File: src/rtl/dmem_access_ctrl_pkg.sv
// dmem_access_ctrl_pkg: shared mem_op encodings, field positions and FSM states
//   mem_op layout: [4:3] op, [2] sign, [1:0] length
package dmem_access_ctrl_pkg;
    localparam int OP_MSB   = 4;
    localparam int OP_LSB   = 3;
    localparam int SIGN_BIT = 2;
    localparam int LEN_MSB  = 1;
    localparam int LEN_LSB  = 0;

    typedef enum logic [1:0] {
        MEM_NO_OP = 2'd0,
        MEM_READ  = 2'd1,
        MEM_WRITE = 2'd2
    } mem_op_e;

    typedef enum logic {
        MEM_SIGNED   = 1'b0,
        MEM_UNSIGNED = 1'b1
    } mem_sign_e;

    typedef enum logic [1:0] {
        MEM_BYTE = 2'd0,
        MEM_HALF = 2'd1,
        MEM_WORD = 2'd2
    } mem_len_e;

    typedef enum logic [2:0] {
        S_IDLE,
        S_REQ1,
        S_WAIT1,
        S_REQ2,
        S_WAIT2,
        S_RESP
    } state_e;
endpackage

File: src/rtl/dmem_lane_align.sv
// dmem_lane_align: combinational byte-lane mask, store shift and load extract/extend
//   i_off    byte offset within the word
//   i_len    access length (BYTE/HALF/WORD)
//   i_sign   MEM_SIGNED sign-extends loads
//   i_wdata  right-aligned store data
//   i_rword  {hi, lo} words read from the bus
//   o_mask   7-bit lane mask spanning two words
//   o_wdata  store data shifted into its lanes across two words
//   o_rdata  extracted and extended load result
module dmem_lane_align
    import dmem_access_ctrl_pkg::*;
(
    input  logic [1:0]  i_off,
    input  logic [1:0]  i_len,
    input  logic        i_sign,
    input  logic [31:0] i_wdata,
    input  logic [63:0] i_rword,
    output logic [6:0]  o_mask,
    output logic [63:0] o_wdata,
    output logic [31:0] o_rdata
);
    logic [3:0]  w_base;
    logic [31:0] w_sh;
    logic        w_ext;

    assign w_base  = (i_len == MEM_BYTE) ? 4'b0001 : (i_len == MEM_HALF) ? 4'b0011 : 4'b1111;
    assign o_mask  = {3'b000, w_base} << i_off;
    assign o_wdata = {32'b0, i_wdata} << {i_off, 3'b000};
    assign w_sh    = 32'(i_rword >> {i_off, 3'b000});
    assign w_ext   = (i_sign == MEM_SIGNED);
    assign o_rdata = (i_len == MEM_BYTE) ? {{24{w_ext & w_sh[7]}}, w_sh[7:0]} :
                     (i_len == MEM_HALF) ? {{16{w_ext & w_sh[15]}}, w_sh[15:0]} : w_sh;
endmodule

File: src/rtl/dmem_access_ctrl.sv
// dmem_access_ctrl: data-memory access sequencer between MEM stage and a req/gnt/rvalid bus
//   Build option MEM_SPLIT_EN: word-crossing accesses run as two bus beats;
//   without it they are rejected with o_misalign and never reach the bus.
//   Pipeline side: i_req_valid, i_mem_op, i_addr, i_wdata -> o_stall, o_done, o_rdata, o_misalign
//   Bus side:      o_dm_req, o_dm_we, o_dm_addr, o_dm_be, o_dm_wdata <- i_dm_gnt, i_dm_rvalid, i_dm_rdata
module dmem_access_ctrl
    import dmem_access_ctrl_pkg::*;
#(
    parameter int AW = 32,
    parameter int DW = 32
)(
    input  logic          clk,
    input  logic          rst_n,
    input  logic          i_req_valid,
    input  logic [4:0]    i_mem_op,
    input  logic [AW-1:0] i_addr,
    input  logic [DW-1:0] i_wdata,
    output logic          o_stall,
    output logic          o_done,
    output logic [DW-1:0] o_rdata,
    output logic          o_misalign,
    output logic          o_dm_req,
    output logic          o_dm_we,
    output logic [AW-1:0] o_dm_addr,
    output logic [3:0]    o_dm_be,
    output logic [DW-1:0] o_dm_wdata,
    input  logic          i_dm_gnt,
    input  logic          i_dm_rvalid,
    input  logic [DW-1:0] i_dm_rdata
);
    state_e        r_state, w_next;
    logic [AW-1:0] r_addr;
    logic [DW-1:0] r_wdata, r_lo, r_hi;
    logic [1:0]    r_len;
    logic          r_we, r_sign, r_cross;
    logic          w_idle, w_go, w_cross, w_req, w_beat2;
    logic [1:0]    w_off, w_len;
    logic          w_sign;
    logic [DW-1:0] w_wdata, w_rdata;
    logic [6:0]    w_mask;
    logic [63:0]   w_wdata64;

    assign w_idle = (r_state == S_IDLE);
    assign w_go   = i_req_valid & (i_mem_op[OP_MSB:OP_LSB] != MEM_NO_OP);

    // In IDLE the aligner sees the incoming request so crossing is known at accept time;
    // afterwards it works from the latched copy, keeping bus outputs register-derived.
    assign w_off   = w_idle ? i_addr[1:0] : r_addr[1:0];
    assign w_len   = w_idle ? i_mem_op[LEN_MSB:LEN_LSB] : r_len;
    assign w_sign  = w_idle ? i_mem_op[SIGN_BIT] : r_sign;
    assign w_wdata = w_idle ? i_wdata : r_wdata;
    assign w_cross = |w_mask[6:4];

    dmem_lane_align u_align (
        .i_off   (w_off),
        .i_len   (w_len),
        .i_sign  (w_sign),
        .i_wdata (w_wdata),
        .i_rword ({r_hi, r_lo}),
        .o_mask  (w_mask),
        .o_wdata (w_wdata64),
        .o_rdata (w_rdata)
    );

    always_ff @(posedge clk or negedge rst_n) begin
        if (!rst_n) r_state <= S_IDLE;
        else        r_state <= w_next;
    end

    always_ff @(posedge clk or negedge rst_n) begin
        if (!rst_n) begin
            r_addr  <= '0;
            r_wdata <= '0;
            r_len   <= '0;
            r_we    <= 1'b0;
            r_sign  <= 1'b0;
            r_cross <= 1'b0;
            r_lo    <= '0;
            r_hi    <= '0;
        end else begin
            if (w_idle && w_go) begin
                r_addr  <= i_addr;
                r_wdata <= i_wdata;
                r_len   <= i_mem_op[LEN_MSB:LEN_LSB];
                r_we    <= (i_mem_op[OP_MSB:OP_LSB] == MEM_WRITE);
                r_sign  <= i_mem_op[SIGN_BIT];
                r_cross <= w_cross;
                r_hi    <= '0;
            end
            if (r_state == S_WAIT1 && i_dm_rvalid) r_lo <= i_dm_rdata;
            if (r_state == S_WAIT2 && i_dm_rvalid) r_hi <= i_dm_rdata;
        end
    end

    always_comb begin
        w_next = r_state;
        case (r_state)
`ifdef MEM_SPLIT_EN
            S_IDLE:  w_next = w_go ? S_REQ1 : S_IDLE;
            S_REQ1:  w_next = !i_dm_gnt ? S_REQ1 : !r_we ? S_WAIT1 : r_cross ? S_REQ2 : S_RESP;
            S_WAIT1: w_next = !i_dm_rvalid ? S_WAIT1 : r_cross ? S_REQ2 : S_RESP;
            S_REQ2:  w_next = !i_dm_gnt ? S_REQ2 : r_we ? S_RESP : S_WAIT2;
            S_WAIT2: w_next = i_dm_rvalid ? S_RESP : S_WAIT2;
`else
            S_IDLE:  w_next = !w_go ? S_IDLE : w_cross ? S_RESP : S_REQ1;
            S_REQ1:  w_next = !i_dm_gnt ? S_REQ1 : r_we ? S_RESP : S_WAIT1;
            S_WAIT1: w_next = i_dm_rvalid ? S_RESP : S_WAIT1;
`endif
            default: w_next = S_IDLE;
        endcase
    end

    always_comb begin
        w_req      = (r_state == S_REQ1) | (r_state == S_REQ2);
        w_beat2    = (r_state == S_REQ2);
        o_dm_req   = w_req;
        o_dm_we    = w_req & r_we;
        o_dm_addr  = !w_req ? '0 : {r_addr[AW-1:2] + (AW-2)'(w_beat2), 2'b00};
        o_dm_be    = !w_req ? '0 : w_beat2 ? {1'b0, w_mask[6:4]} : w_mask[3:0];
        o_dm_wdata = !(w_req & r_we) ? '0 : w_beat2 ? w_wdata64[63:32] : w_wdata64[31:0];
        o_done     = (r_state == S_RESP);
`ifdef MEM_SPLIT_EN
        o_misalign = 1'b0;
`else
        // Only a rejected crossing access reaches RESP with r_cross set in this build.
        o_misalign = o_done & r_cross;
`endif
        o_rdata    = (o_done & ~r_we & ~o_misalign) ? w_rdata : '0;
        o_stall    = w_go & (r_state != S_RESP);
    end
endmodule

File: config.mk
export PLATFORM = sky130hd
export DESIGN_NAME = dmem_access_ctrl
export DESIGN_NICKNAME = d
export VERILOG_FILES = /design/src/rtl/dmem_access_ctrl_pkg.sv /design/src/rtl/dmem_lane_align.sv /design/src/rtl/dmem_access_ctrl.sv
export SDC_FILE = /design/constraint.sdc
export NUM_CORES = 1
export LEC_CHECK = 0
export CORE_MARGIN = 3
export CORE_UTILIZATION = 47
export DETAILED_ROUTE_END_ITERATION = 10
export PLACE_DENSITY = 0.76
export SYNTH_ARGS = -nofsm -noshare
export SYNTH_HDL_FRONTEND = slang
export SYNTH_SLANG_ARGS = --single-unit
File: constraint.sdc
create_clock -name clk -period 10 [get_ports clk]
set_input_delay 2 -clock clk [delete_from_list [all_inputs] [get_ports clk]]
set_output_delay 2 -clock clk [all_outputs]
set_load 0.01 [all_outputs]
==> out/qor.json <==
{
  "run_status": {"value": "finished, final reports clean"},
  "worst-endpoint-required": {"value": 8.00, "unit": "ns"},
  "layout.area.seq": {"value": 3200, "unit": "µm²"},
  "worst-r2r-setup-slack": {"value": 6.54, "unit": "ns"},
  "p_seq_share": {"value": 27.8, "unit": "%"},
  "final.period_utilization": {"value": 80.1, "unit": "%"},
  "globalRouteTotalUtil": {"value": 27.4, "unit": "%"},
  "grt_pass1_vias": {"value": 8380},
  "syn_area_per_cell": {"value": 9.52, "unit": "µm²"},
  "cts.root.buffer_cell": {"value": "sky130_fd_sc_hd__clkbuf_16"},
  "worst_hold_path.num_cells": {"value": 1},
  "min_path_type": {"value": "flop to flop"},
  "post_cts_resize_count": {"value": 0},
  "worst_setup_path_end_kind": {"value": "primary output"},
  "critPathLaunch": {"value": "i_addr[1]"},
  "p_seq": {"value": 1.07, "unit": "mW"},
  "clock_tree.buffer_depth": {"value": 2},
  "clock.fmax": {"value": 125, "unit": "MHz"},
  "n_fill_cell": {"value": 1587},
  "cts_tree": {"value": "built"},
  "drt-pass1-iter-count": {"value": 5},
  "cts.htree.levels": {"value": 4},
  "layout_top_registers": {"value": "r_addr x32, r_lo x32, r_wdata x32"},
  "comb_share": {"value": 46.5, "unit": "%"},
  "route.final.wire_length": {"value": 29.9, "unit": "mm"},
  "max-vdd-ir-drop": {"value": 0.173, "unit": "mV"},
  "syn_area": {"value": 9140, "unit": "µm²"},
  "timing.hold.ws": {"value": 0.513, "unit": "ns"},
  "switchingPower": {"value": 1.69, "unit": "mW"},
  "final.clkbuf_count": {"value": 20},
  "floorplan.core_area": {"value": 18900, "unit": "µm²"},
  "most_frequent_cells_after_synthesis": {"value": "sky130_fd_sc_hd__dfrtp_1 (128), sky130_fd_sc_hd__mux2_2 (101), sky130_fd_sc_hd__mux2i_1 (99)"},
  "power.share.combinational": {"value": 54.5, "unit": "%"},
  "tightestPinTransition": {"value": 1.26, "unit": "ns"},
  "setup_slack_after_placement": {"value": 2.15, "unit": "ns"},
  "layout_setup_ws": {"value": 1.99, "unit": "ns"},
  "synth-simple-area-share": {"value": 17.2, "unit": "%"},
  "worst-path-buf-inv": {"value": 2},
  "critical_path_startpoint_category": {"value": "input port"},
  "yosys.cell_count.top_type": {"value": "sky130_fd_sc_hd__dfrtp_1"},
  "layout_net_count": {"value": 1226},
  "buf_share": {"value": 18.4, "unit": "%"},
  "area_growth": {"value": 30.8, "unit": "%"},
  "dpl.hpwl": {"value": 20.3, "unit": "mm"},
  "final_common_cell": {"value": "sky130_fd_sc_hd__clkdlybuf4s50_1"},
  "setup_tns": {"value": 0, "unit": "ns"},
  "detailroute.via_count": {"value": 8608},
  "hold_worst_path_end": {"value": "r_lo[2]"},
  "top_area_cell_class": {"value": "combinational gates"},
  "synthesis.instances": {"value": 960},
  "combinationalPower": {"value": 2.09, "unit": "mW"},
  "yosysTopAreaCell": {"value": "sky130_fd_sc_hd__dfrtp_1"},
  "post_cts_setup_buffers": {"value": 0},
  "slew_violations": {"value": 0},
  "cts-buffers-inserted": {"value": 17},
  "rsz_0062_raised_after_global_routing": {"value": "no"},
  "synthMuxAreaShare": {"value": 26.0, "unit": "%"},
  "route.met3.wl": {"value": 3.00, "unit": "mm"},
  "routed_metal_1_wire_length": {"value": 12.5, "unit": "mm"},
  "dominant_power_group": {"value": "combinational cells"},
  "port_buffers": {"value": 208},
  "num-nonclk-inverters": {"value": 8},
  "clock_insertion_delay_worst_skew": {"value": 0.42, "unit": "ns"},
  "maximum_number_of_pins_on_one_net_before_global_route_repair": {"value": 83},
  "power_frac_clock": {"value": 17.7, "unit": "%"}
}
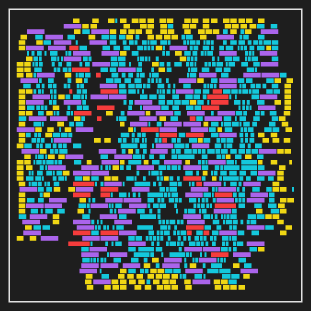
class_map.png
Scale: 2 px per µm.
Key: yellow = remaining buffers and delay cells [cells 224, share of their area 19%]; red = clock drivers and dummy loads [cells 32, share of their area 5.6%]; cyan = remaining logic cells [cells 747, share of their area 48%]; purple = registers [cells 128, share of their area 28%]

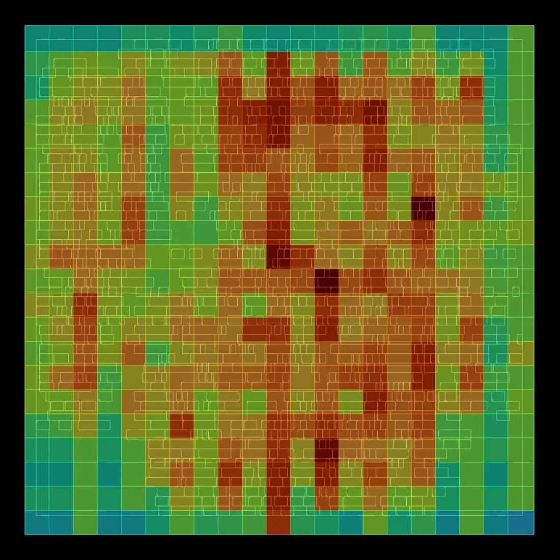
congestion_map.png
GR Util met3: 8.28%
Most Crowded Layer GR: met2
M2 GR Usage: 42.0%
met1 demand-to-capacity share in global routing: 37.9%
per-cell routed wire length: 21.5 µm

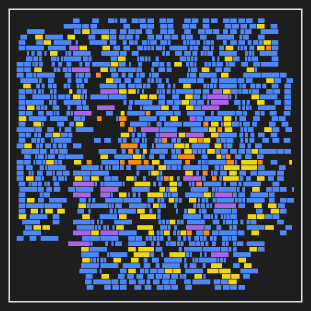
sizing.png
Scale: 2 px per µm.
Key: blue = x1 and smaller [cells 933, share 82%]; purple = x6 and larger [cells 25, share 2.2%]; yellow = x2 [cells 145, share 13%]; orange = x3 and x4 [cells 28, share 2.5%]

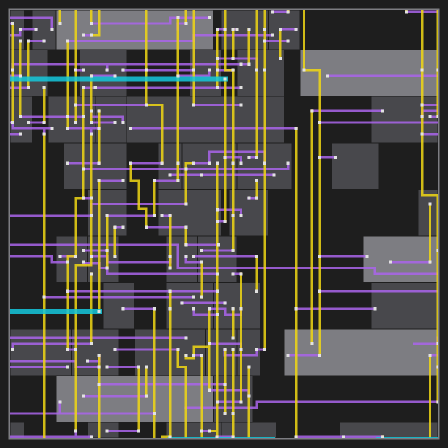
closeup.png
Region (24, 97) to (49, 122) µm. Cells in gray, sequential cells in the stronger gray; small squares are vias.
Key: cyan = M3; purple = M1; yellow = M2
Sequential cells in the window: 4. Netlist names of flops here include r_addr (2), r_wdata (2). Most frequent: a21oi_1 (5). 38 logic cells have their middle in the window.

No activity file was given, so power comes from the tool's default toggle rates.
